==> config.mk <==
export PLATFORM = sky130hd
export DESIGN_NAME = rvfi_monitor_flat
export DESIGN_NICKNAME = d
export VERILOG_FILES = /design/src/rtl/rvfi_monitor_if.sv /design/src/rtl/rvfi_monitor.sv /design/src/flat_wrapper.sv
export SDC_FILE = /design/constraint.sdc
export NUM_CORES = 2
export LEC_CHECK = 0
export ABC_AREA = 1
export CAP_MARGIN = 20
export CORE_MARGIN = 1.5
export CORE_UTILIZATION = 30
export DETAILED_ROUTE_END_ITERATION = 12
export GPL_ROUTABILITY_DRIVEN = 0
export PLACE_DENSITY = 0.48
export SETUP_SLACK_MARGIN = 0.5
export SYNTH_ARGS = -nofsm -noshare
export SYNTH_HDL_FRONTEND = slang
export SYNTH_SLANG_ARGS = --single-unit
==> constraint.sdc <==
create_clock -name clk -period 5 [get_ports clk]
set_input_delay 1 -clock clk [delete_from_list [all_inputs] [get_ports clk]]
set_output_delay 1 -clock clk [all_outputs]
set_load 0.01 [all_outputs]
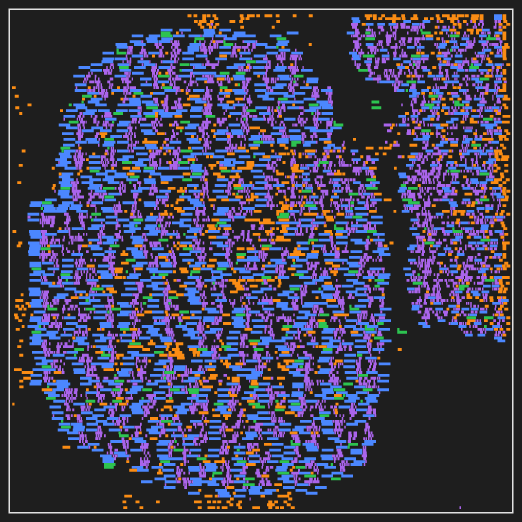
Fig. 1. Placement by cell class.
- blue: flip-flops (cells 1290; share of their area 45%)
- green: clock drivers and dummy loads (cells 277; share of their area 6.3%)
- purple: all other logic (cells 6364; share of their area 35%)
- orange: other buffers and delay cells (cells 1017; share of their area 14%)
Layout Cell Area excl Fill: 0.08465 mm²
Core Util, Final: 38.41%

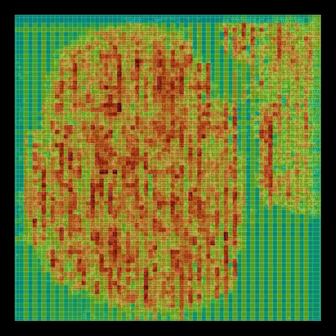
Fig. 2. Routing congestion.
GR Layer Usage met3: 3.753%
met1 Usage GRT: 32.05%
met2 Usage GRT: 39.71%

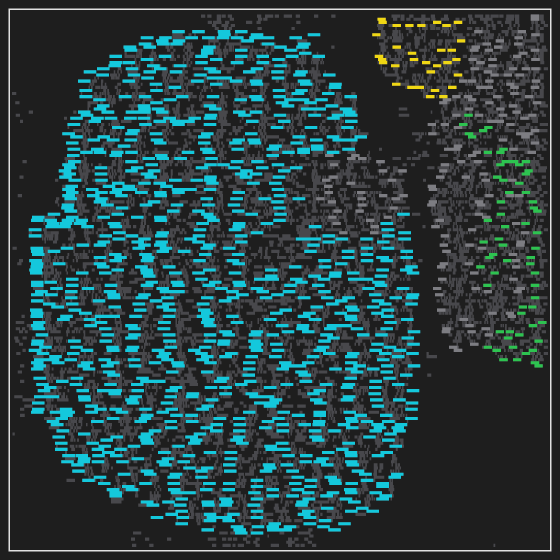
Fig. 3. Where the registers sit.
- green: `u_core.err_order` (flops 64)
- cyan: `u_core.shadow` (flops 1024)
- yellow: `u_core.check_count` (flops 32; where top right)
FF/Latch Area: 0.03607 mm²
sequential cell area share: 42.61%
Sequential Power: 11800 µW

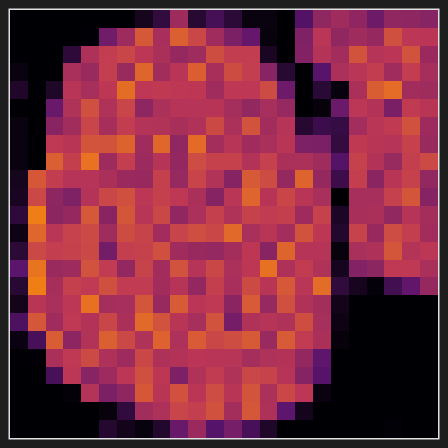
Fig. 4. Cell density map.
24 x 24 tiles, from black (low) to pale yellow (high), 0 to 100% covered.
- nearly empty tiles: 18%
- mean over tiles: 36%
- fullest tile: 71%
core footprint: 0.2204 mm²
FP Core Util: 30.28%

==> flow_summary.yaml <==
# flow metrics
routing:
  wirelength_um: 285600
  vias: 62190
  drt_iter0_drc: 7346
final_layout:
  fill_cells: 22100
  fin_cells: 11910
setup_path:
  critPathMaxFanout: 21
  r2r_slack_ns: 0.98
timing:
  worstMarginPinSlew_ns: 1.028
  finalClockSkew_ns: 0.06594
  hold_violations: 0
synth:
  compound_area_share_pct: 4.753
  ys_ff: 1290
  syn_area_per_cell_um2: 8.169
  yosysWarnings: 0
  common_cells: "2583 x nand2_1, 1481 x nand3_1, 1024 x edfxtp_1"
  netlist.area_leader.share_pct: 46.08
die:
  chipArea_mm2: 0.2253
  std_cell_rows: 172
power:
  p_clk_share_pct: 42.8
  p_sw_share_pct: 26.68
global_routing:
  grt_pass1_vias: 58680
  top_usage_layer: "met2"
clock_tree:
  h-tree-depth: 4
run_status:
  outcome: "complete, no violations"
run:
  openroad.warnings: 103
-- logic make-up (layout without fill, tap and decap cells) --
logic type / Yosys count / after routing
other cells: 1 / 36
fa+ha+maj: 2 / 2
xor+xnor: 144 / 144
simple gates: 5237 / 5237
flops: 1290 / 1290
compound gates: 561 / 561
buf+inv: 933 / 1681
-- per-stage QoR --
stage	area, µm²	hold WS, ns	total power (µW)	utilization (%)	setup slack (ns)
after floorplan	66860	0.4209	13750	-	0.09345
after global routing	84650	0.4717	27710	38.41	0.4860
after detailed placement	79280	0.4454	15500	35.98	-0.7322
after global placement	79280	0.4439	15490	35.98	-0.7527
after CTS	84400	0.4284	26990	38.30	0.5564
final	84650	0.4570	26820	38.41	0.5703
-- layer usage --
metal / up-vias / routed length [µm] / share of wire, %
met5: - / 39 / 0.014
met4: 6 / 14500 / 5.1
met3: 631 / 21890 / 7.7
met2: 3000 / 130600 / 46
met1: 29800 / 118600 / 42
li1: 28750 / - / -
-- worst max-delay path: stages --
cell and delay [ns]:
clkdlybuf4s50_1 0.76, buf_4 0.31, nor4_1 0.48, buf_4 0.25
nand4_1 0.18, o21ai_2 0.38, buf_4 0.20, nand3_4 0.10
nor2_8 0.13, nand2_4 0.05, nor2_2 0.12, buf_12 0.20
buf_4 0.15, nand3_1 0.15, inv_4 0.19, buf_12 0.19
-- cells in the final DEF (no fill, tap or decap), types with 53 or more instances in the layout --
master	synthesis	final
o21ai_0	339	338
clkbuf_16	0	160
o211ai_1	110	110
buf_4	48	414
nor3_1	53	53
clkdlybuf4s50_1	0	368
edfxtp_1	1024	1024
inv_1	377	349
nand3_1	1481	1481
xor2_1	79	79
buf_12	0	211
nand2_1	2583	2580
dfxtp_1	266	266
nor2_1	937	930
xnor2_1	65	65
nand4_1	79	79
-- power groups by stage --
stage	Sequential, µW	Clock, µW	Combinational, µW
floorplan	12000	0	1710
global placement	12000	0	3480
detailed placement	12000	0	3500
CTS	11800	11700	3510
global route	11800	12100	3850
finish	11800	11500	3560
-- cell type report --
type	count	share of cell area (%)
timing repair inverter	1	0.01330
inverter	386	1.808
sequential	1290	42.61
tap	2958	4.372
timing repair buffer	1017	13.49
clock buffer	192	4.854
multi-input combinational	5977	31.68
clock inverter	85	1.153
antenna	3	0.008868
-- timing repair --
item	CTS	global route
hold buffers	0	0
pin swaps	0	1
cloned	0	5
endpoints found under the setup margin	1022	811
gates resized	7	28
Power is estimated from default activity; no workload was simulated.
